$ cat config.mk
export PLATFORM = sky130hd
export DESIGN_NAME = piso_tx
export DESIGN_NICKNAME = d
export VERILOG_FILES = /design/src/rtl/piso_tx.sv
export SDC_FILE = /design/constraint.sdc
export NUM_CORES = 1
export LEC_CHECK = 0
export ABC_AREA = 1
export CAP_MARGIN = 20
export CELL_PAD_IN_SITES_DETAIL_PLACEMENT = 1
export CELL_PAD_IN_SITES_GLOBAL_PLACEMENT = 1
export CORE_UTILIZATION = 25
export CTS_CLUSTER_SIZE = 14
export DETAILED_ROUTE_END_ITERATION = 8
export PLACE_DENSITY_LB_ADDON = 0.1
export SYNTH_ARGS = -nofsm -noshare
export SYNTH_HDL_FRONTEND = slang
export SYNTH_SLANG_ARGS = --single-unit
$ cat constraint.sdc
create_clock -name clk -period 1.2 [get_ports clk]
set_input_delay 0.18 -clock clk [delete_from_list [all_inputs] [get_ports clk]]
set_output_delay 0.18 -clock clk [all_outputs]
set_load 0.01 [all_outputs]
$ cat src/rtl/piso_tx.sv
// Parallel-in/serial-out transmitter: takes a WIDTH-bit word over valid/ready
// and shifts it out one bit per enabled clock, MSB or LSB first.
module piso_tx #(
  parameter int WIDTH     = 4,
  parameter bit MSB_FIRST = 1'b1
) (
  input  logic             clk,
  input  logic             rst,
  input  logic [WIDTH-1:0] din,
  input  logic             load_valid,
  output logic             load_ready,
  input  logic             shift_en,
  output logic             sout,
  output logic             sout_valid,
  output logic             busy,
  output logic             done
);

  localparam int CW = $clog2(WIDTH);

  typedef enum logic {IDLE, SHIFT} state_t;

  state_t           state;
  logic [CW-1:0]    cnt;
  logic [WIDTH-1:0] shreg;
  logic             last;
  logic             accept;

  // Move the word one place toward the output end, zero-filling behind it.
  function automatic logic [WIDTH-1:0] shift_word(input logic [WIDTH-1:0] w);
    return MSB_FIRST ? {w[WIDTH-2:0], 1'b0} : {1'b0, w[WIDTH-1:1]};
  endfunction

  function automatic logic out_bit(input logic [WIDTH-1:0] w);
    return MSB_FIRST ? w[WIDTH-1] : w[0];
  endfunction

  assign last       = (state == SHIFT) && (cnt == '0);
  // A new word may be taken during the final bit so frames run back to back.
  assign load_ready = !rst && ((state == IDLE) || (last && shift_en));
  assign accept     = load_valid && load_ready;
  assign done       = !rst && last && shift_en;

  always_ff @(posedge clk) begin
    if (rst) begin
      state      <= IDLE;
      cnt        <= '0;
      shreg      <= '0;
      sout       <= 1'b0;
      sout_valid <= 1'b0;
      busy       <= 1'b0;
    end else if (accept) begin
      state      <= SHIFT;
      cnt        <= CW'(WIDTH - 1);
      shreg      <= din;
      sout       <= out_bit(din);
      sout_valid <= 1'b1;
      busy       <= 1'b1;
    end else if ((state == SHIFT) && shift_en) begin
      shreg <= shift_word(shreg);
      if (last) begin
        state      <= IDLE;
        sout       <= 1'b0;
        sout_valid <= 1'b0;
        busy       <= 1'b0;
      end else begin
        cnt  <= cnt - 1'b1;
        sout <= out_bit(shift_word(shreg));
      end
    end
  end

endmodule

Run 1, cell area per tile:
Bar = 10 um. The die is cut into 8 by 8 equal tiles; dark purple is low, yellow is high, 0 to 100% covered.
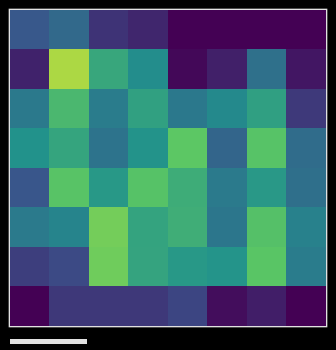
densest ninth of the die = middle
fullest tile = 87%
tiles over 75% full = 4.7%
emptiest ninth of the die = top right
nearly empty tiles = 9.4%
Util after Layout: 49.3%
fp_density: 28.2%
core area: 0.00135 mm^2

Run 1, register map, names as in the netlist:
Bar = 10 um. Other sequential cells in the stronger grey, the rest of the logic in the fainter grey.
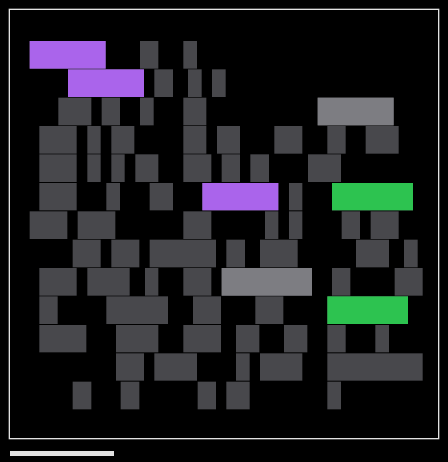
cnt -> green  # flops 2
shreg -> purple  # flops 3
Register Area: 146 um^2
Seq. pwr: 261 uW
Seq area share: 22.0%

==> deck_impl_summary.md, run 1 <==
Implementation Results

Outcome
  – Status: finished, violations left
  – Failing checks: setup timing

Timing
  – Final Hold Vio Count: 0
  – Final setup TNS: -245 ps
  – # setup viols final: 5
  – Setup WS post-layout: -98.9 ps
  – Max-slew headroom: between 70% and 80%
  – Fin. max-slew vios: 0

Worst setup path
  – Setup CP Type: reg2out
  – WP data arrival: approximately 1100 ps
  – Worst R2R Setup Slack: approximately 30 ps
  – Crit start category: flop
  – CP Max Fanout: 2

Cells and area
  – Layout cells sized above 1: between 40% and 50%
  – Area growth syn-to-layout: 75.0%
  – Diodes inserted: 0
  – # fillers: 175
  – Nets: just under 90

Yosys
  – Ys Warns: 0
  – Seq share, synth: a little under two fifths
  – Mapped Nets: 61
  – Mapped Area: 380 um^2

Worst hold path
  – Hold_sp: rst
  – Hold worst-path end: shreg[0]

Clock network
  – CTS tree: done
  – Clk sinks: 7
  – CTS clk-pin slew, worst paths: around 50 ps
  – H-tree depth: 1
  – Root Buffer: clkbuf_4
  – CTS Hold Bufs: 0

Global route
  – GRT Residual Overflow: 0
  – First-pass GRT wire length: approximately 1600 um
  – Vias in the first global route: ~380
  – Initial antenna violation count: 0

Placement
  – DP Area: approximately 560 um^2
  – Gpl congestion: roughly 0.66

Detailed routing
  – # DRC: 0
  – Number of DRC markers in iteration 0: 8
  – Routed Antenna Nets: 0

Die
  – DIE WIDTH: slightly above 40 um
  – Die H: about 41 um

Flow run
  – Max-cap violations: 0
Run 1, routed metal per tile:
The die is cut into 8 by 8 equal tiles; dark purple is low, yellow is high, scaled to the fullest tile. Values are wire area over tile area, all layers added.
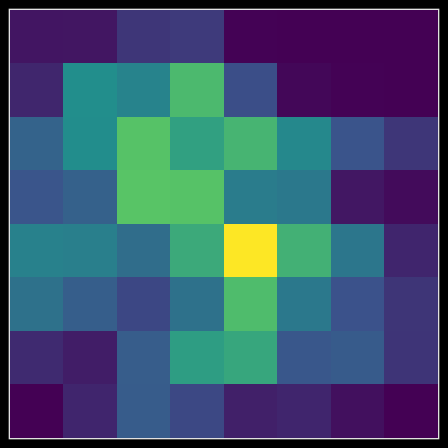
densest ninth of the die = middle
nearly empty tiles = 14%
emptiest ninth of the die = top right
tiles over half the peak = 19%
fullest tile = 0.30
mean over tiles = 0.090

-- run 1: logic make-up (layout without fill, tap and decap cells) --
group	Yosys count	in the layout	synth area share [%]
AOI/OAI and AO/OA	9	9	12.8
xor gates and xnor gates	1	1	2.30
adders and majority gates	1	1	3.29
buffers and inverters	9	33	10.9
DFF	7	7	36.8
and+or+nand+nor	25	26	33.9
-- run 1: area by class of cell --
class | count | share of cell area [%]
timing repair buffer | 22 | 27.6
sequential | 7 | 22.0
inverter | 7 | 3.95
tap | 15 | 2.82
multi-input combinational | 37 | 39.7
clock buffer | 4 | 3.95
-- run 1: cell usage after synthesis --
| cell | instances | area, um^2 |
|---|---|---|
| dfxtp_1 | 7 | 140 |
| ha_1 | 1 | 12.5 |
| nand2_2 | 2 | 12.5 |
| a21oi_2 | 1 | 8.76 |
| nor2_2 | 1 | 6.26 |
| xor2_1 | 1 | 8.76 |
| nand3_4 | 1 | 17.5 |
| buf_4 | 2 | 15.0 |
| inv_2 | 2 | 7.51 |
| o21ai_0 | 1 | 5.00 |
| nand4_1 | 3 | 18.8 |
| nor2_1 | 1 | 3.75 |
| nand2_1 | 12 | 45.0 |
| a21oi_1 | 7 | 35.0 |
| nand3_1 | 5 | 25.0 |
| inv_1 | 5 | 18.8 |
-- run 1: how the worst max path moves through the flow --
stage	slack [ps]	end	startpoint
global placement	-480	load_ready	shift_en
global route	-200	done	cnt[0]
CTS	-120	load_ready	cnt[1]
floorplan	30	shreg[0]	cnt[0]
finish	-100	load_ready	cnt[0]
detailed placement	-480	load_ready	shift_en
-- run 1: cell usage in the layout (no fill, tap or decap), types with 2 or more instances in the layout --
master,synthesis,final
nand2_4,0,2
nand2_1,12,7
buf_4,2,8
dfxtp_1,7,4
a21oi_2,1,2
buf_6,0,2
clkbuf_4,0,3
nand2_2,2,5
inv_1,5,4
nand4_1,3,3
inv_2,2,3
clkbuf_2,0,2
buf_2,0,2
nand3_1,5,4
dfxtp_2,0,2
nand3_2,0,2
clkdlybuf4s50_1,0,6
a21oi_1,7,5
-- run 1: per-layer routing --
layer	wire [um]	global-route usage (%)	vias to the layer above
li1	-	-	222
met1	487	16.8	194
met2	451	23.0	11
met3	41	6.52	0
met4	0	7.50	0
met5	0	0	-
-- run 1: report_power, final --
part	internal [mW]	total, mW	switching (mW)
combinational	0.102	0.191	0.0897
sequential	0.251	0.261	0.0107
clock	0.127	0.216	0.0886
total	0.479	0.668	0.189
-- run 1: flip-flops by register name (all words and copies together) (netlist names) --
signal,cells
cnt,2
shreg,3
sout,1
state,1
-- run 1: critical path: cells and delay by family (launching register included) --
family	cells	cell delay [ps]
flip-flops	1	310
adder cells (fa/ha/maj)	1	150
AND-OR/OR-AND	1	130
buffers and inverters	2	210
AND/OR/NAND/NOR	1	60
-- run 1: stage by stage --
step           worst slack [ps]  hold WS, ps
2_1_floorplan              34.3          345
3_3_place_gp               -478          474
3_5_place_dp               -480          476
4_1_cts                    -125          484
5_1_grt                    -202          397
6_report                  -98.9          368
-- run 1: what timing repair did --
action | 4_1_cts | 5_1_grt
gates resized | 21 | 15
pin swaps | 5 | 5
hold endpoints to repair | 0 | 0
gates cloned | 0 | 1
buffers inserted | 2 | 1
setup endpoints to repair | 11 | 11
==> run 2, diff against run 1 <==
==> constraint.sdc (replaced) <==
create_clock -name clk -period 1.2 [get_ports clk]
set_input_delay 0.18 -clock clk [delete_from_list [all_inputs] [get_ports clk]]
set_output_delay 0.18 -clock clk [all_outputs]
set_load 0.005 [all_outputs]
Run 2, register map, names as in the netlist:
Bar = 10 um. Other sequential cells in the stronger grey, the rest of the logic in the fainter grey.
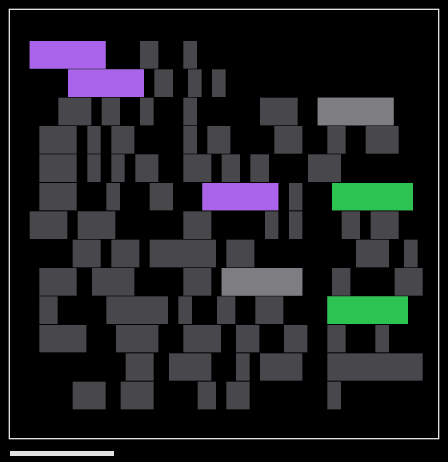
Seq area share: 21.6%
Register Area: 144 um^2
Seq. pwr: 260 uW

==> deck_impl_summary.md, run 2 <==
Implementation Results

Yosys
  – Ys Warns: 0 (unchanged)
  – Post-synth EDFFs: 0 (unchanged)
  – Dominant Register Cell: dfxtp_1
  – Seq share, synth: 36.8% (unchanged)
  – Top cells by count: nand2_1 (12), a21oi_1 (7), dfxtp_1 (7)
  – Area share, top type: 36.8% (unchanged)
  – Mapped Area: 380 um^2 (unchanged)
  – Yosys top cell by area: dfxtp_1
  – Top post-synthesis cells by area: dfxtp_1 (37%), nand2_1 (12%), a21oi_1 (9.2%)
  – Mapped Nets: 61 (unchanged)
  – Cell with the most instances after synthesis: nand2_1
  – Async set-or-reset flop fraction in the synthesized netlist: 0% (unchanged)

Cells and area
  – Largest regs: shreg: 3 flops, cnt: 2 flops
  – Nets: 87 (unchanged)
  – # fillers: 174 (-0.57%)
  – Layout cells sized above 1: 44.2% (-5.2 points)
  – Most flops, register: shreg
  – Diodes inserted: 0 (unchanged)
  – Most frequent logic cells in the routed design: nand2_1 (9), buf_4 (8), clkdlybuf4s50_1 (6), a21oi_1 (5)

Timing
  – Setup WS post-layout: -76.8 ps (+22.0 ps)
  – Hold_ws: 374 ps (+5.92 ps)
  – Fin. max-slew vios: 0 (unchanged)
  – Final Hold Vio Count: 0 (unchanged)
  – Final setup TNS: -193 ps (+51.6 ps)
  – # setup viols final: 4 (-1)

Global route
  – First-pass GRT wire length: 1610 um (+4.0%)
  – Vias in the first global route: 393 (+3.7%)
  – GRT Residual Overflow: 0 (unchanged)
  – Initial antenna violation count: 0 (unchanged)

Worst setup path
  – WP data arrival: 1100 ps (-20 ps)
  – Setup CP Type: reg2out
  – Crit start category: flop
  – CP Max Fanout: 2 (unchanged)

Outcome
  – Status: finished, violations left
  – Failing checks: setup timing

Detailed routing
  – Routed Antenna Nets: 0 (unchanged)
  – # DRC: 0 (unchanged)

Die
  – Core area: 0.00135 mm^2 (unchanged)
  – Fp_density: 28.2% (unchanged)
  – Die H: 41.0 um (unchanged)

Clock network
  – Root Buffer: clkbuf_4
  – CTS clk-pin slew, worst paths: 50 ps (about the same)
  – CTS tree: done
  – H-tree depth: 1 (unchanged)

Placement
  – Gpl congestion: 0.663 (about the same)
  – DP Area: 564 um^2 (unchanged)

Flow run
  – Max-cap violations: 0 (unchanged)
Run 2, routed metal, one colour a layer:
Only two layers are drawn.
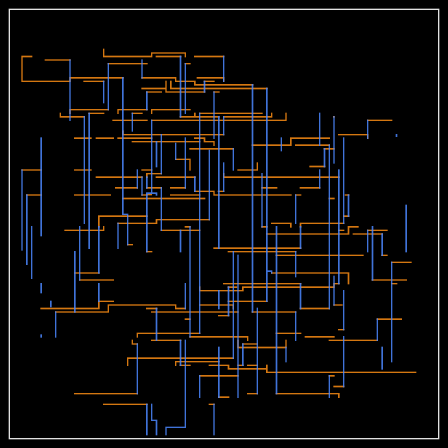
M1 -> orange  # wire length 487 um
M2 -> blue  # wire length 469 um

[run 2: cell counts after synthesis]
Identical to the previous run, type by type.
[run 2: final cells by class]
cell class | instances | area, um^2 | area share (%)
Multi-Input combinational cell | 37 | 259 | 38.9
Timing Repair Buffer | 22 | 191 | 28.8
Sequential cell | 7 | 144 | 21.6
Clock buffer | 4 | 26.3 | 3.95
Inverter | 7 | 26.3 | 3.95
Tap cell | 15 | 18.8 | 2.82
[run 2: final timing paths]
kind	slack (ps)	end	cells after the start
max reg2reg	10	cnt[0]	6
max	-80	done	6
min	370	shreg[0]	3
min reg2reg	480	shreg[2]	2
[run 2: per-layer routing]
| layer | track usage, % | share of wire [%] | up-vias |
|---|---|---|---|
| met5 | 0 | 0 | - |
| met4 | 7.50 | 0 | 0 |
| met3 | 6.52 | 4.1 | 0 |
| met2 | 25.4 | 47 | 11 |
| met1 | 16.8 | 49 | 201 |
| li1 | - | - | 221 |
[run 2: what timing repair did]
| action | CTS | global route |
|---|---|---|
| endpoints found under the setup margin | 11 | 9 |
| hold buffers | 0 | 0 |
| pin swaps | 3 | 2 |
| cloned | 0 | 1 |
| resized | 24 | 5 |
| buffers inserted | 4 | 0 |
[run 2: cells by family after synthesis]
family | Yosys count | synth area share, %
buf+inv | 9 | 10.9
simple gates | 25 | 33.9
xor+xnor | 1 | 2.30
fa+ha+maj | 1 | 3.29
compound gates | 9 | 12.8
flops | 7 | 36.8
[run 2: worst max-delay path, delay by kind of cell (launching register included)]
kind	cells	cell delay, ps
DFF	1	320
buffers and inverters	3	270
adders and majority gates	1	150
and+or+nand+nor	2	110
[run 2: metrics by stage]
stage,power [mW],instances,setup slack [ps]
floorplan,0.335,52,79.9
global placement,0.415,85,-443
detailed placement,0.417,85,-444
CTS,0.669,92,-101
global route,0.720,92,-175
finish,0.666,92,-76.8
[run 2: where the power goes]
group | internal (mW) | switching [mW] | total, mW
Sequential | 0.252 | 0.00870 | 0.260
Combinational | 0.103 | 0.0875 | 0.190
Clock | 0.127 | 0.0883 | 0.215
Total | 0.482 | 0.185 | 0.666
==> run 3, diff against run 2 <==
--- a/config.mk
+++ b/config.mk
@@ -12,7 +12,7 @@
 export CORE_UTILIZATION = 25
 export CTS_CLUSTER_SIZE = 14
 export DETAILED_ROUTE_END_ITERATION = 8
-export PLACE_DENSITY_LB_ADDON = 0.1
+export PLACE_DENSITY = 0.78
 export SYNTH_ARGS = -nofsm -noshare
 export SYNTH_HDL_FRONTEND = slang
 export SYNTH_SLANG_ARGS = --single-unit
Run 3, routed metal, one colour a layer:
Only two layers are drawn.
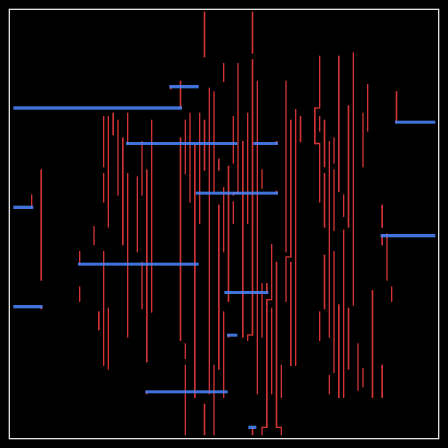
GRT Total Usage: 20.3%
final WL: 1420 um
routed len/inst: 15.6 um
via count: 450

==> deck_impl_summary.md, run 3 <==
Implementation Results

Worst hold path
  – Worst Hold Path Cells: 2 (-1)

Clock network
  – Root Buffer: clkbuf_4
  – CTS clk-pin slew, worst paths: 60 ps (about the same)

Yosys
  – XOR-XNOR Cells, Area Fraction: 2.30% (unchanged)
  – Area share, top type: 36.8% (unchanged)
  – Synth logic family: simple AND/OR/NAND/NOR gates
  – Simple share: 33.9% (unchanged)
  – Top cells by count: nand2_1 (12), a21oi_1 (7), dfxtp_1 (7)
  – Adder Area Share: 3.29% (unchanged)
  – Dominant Register Cell: dfxtp_1
  – Aoi share: 12.8% (unchanged)

Worst setup path
  – Setup CP Type: reg2out
  – CP Depth: 5 (-1)
  – CP bufs+invs: 2 (-1)

Outcome
  – Status: finished, violations left
  – Failing checks: setup timing

Detailed routing
  – Routed Antenna Nets: 0 (unchanged)

Cells and area
  – Most frequent logic cells in the routed design: nand2_1 (10), buf_4 (9), clkdlybuf4s50_1 (6), a21oi_2 (5)

Timing
  – Setup WS post-layout: -111 ps (-34.7 ps)
  – # setup viols final: 8 (+4)

Die
  – Die H: 41.0 um (unchanged)

Global route
  – Vias in the first global route: 466 (+19%)
  – GRT Residual Overflow: 0 (unchanged)

Placement
  – Pre-CTS setup slack: -517 ps (-72.7 ps)
Run 3, cell area per tile:
Bar = 10 um. The die is cut into 8 by 8 equal tiles; dark purple is low, yellow is high, 0 to 100% covered.
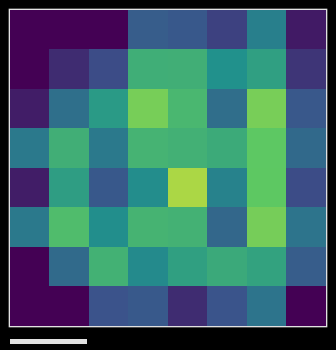
densest ninth of the die = middle
emptiest ninth of the die = top left
fullest tile = 87%
Util after Layout: 50.6%

-- run 3: repair_timing --
item                                    4_1_cts  5_1_grt
setup buffers                                 3        2
resized                                      26        9
pin swaps                                     6        7
cloned                                        1        0
endpoints found under the setup margin       12        9
-- run 3: worst paths after layout --
check	start	end	slack [ps]
worst min-delay path	shreg[0]	shreg[0]	480
worst min register to register	shreg[0]	shreg[0]	480
worst max register to register	cnt[0]	shreg[2]	-80
worst max-delay path	cnt[0]	load_ready	-110
-- run 3: kinds of logic (layout without fill, tap and decap cells) --
kind of cell / Yosys count / in the layout
AOI/OAI and AO/OA: 9 / 9
and+or+nand+nor: 25 / 26
DFF: 7 / 7
xor gates and xnor gates: 1 / 1
buffers and inverters: 9 / 32
adders and majority gates: 1 / 1
-- run 3: layer usage --
metal  vias up  part of all wire [%]  GRT usage (%)  routed length, um
met2        14                    53           39.5                757
li1        221                     -              -                  -
met4         0                   5.1           6.67                 72
met1       206                    36           18.4                517
met5         -                     0              0                  0
met3         9                   5.2           8.15                 74
-- run 3: worst register-to-register path: stages (launching register included) --
cell     delay (ps)
dfxtp_2         310
inv_2            70
ha_4            160
nand2_4          60
buf_4           160
nand2_8          80
nand3_4         120
nand3_1         140
a21oi_2          60
-- run 3: stage by stage --
step	instance area [um^2]	total power, mW	hold slack [ps]	util, %	setup TNS, ps
floorplan	380	0.335	344	-	0
global placement	542	0.403	473	40.1	-2240
detailed placement	542	0.410	478	40.1	-2810
CTS	641	0.675	485	47.5	-343
global route	683	0.735	498	50.6	-951
finish	683	0.701	480	50.6	-366
-- run 3: cell type report --
class,count,area (um^2)
Sequential cell,7,146
Clock buffer,4,26.3
Timing Repair Buffer,21,174
Inverter,7,26.3
Fill cell,171,667
Multi-Input combinational cell,37,292
Tap cell,15,18.8
-- run 3: report_power, final --
group          total [mW]  switching, mW  internal, mW
Combinational       0.209          0.106         0.104
Clock               0.228          0.100         0.128
Sequential          0.263         0.0126         0.251
Total               0.701          0.219         0.482
No activity file was given, so power comes from the tool's default toggle rates.
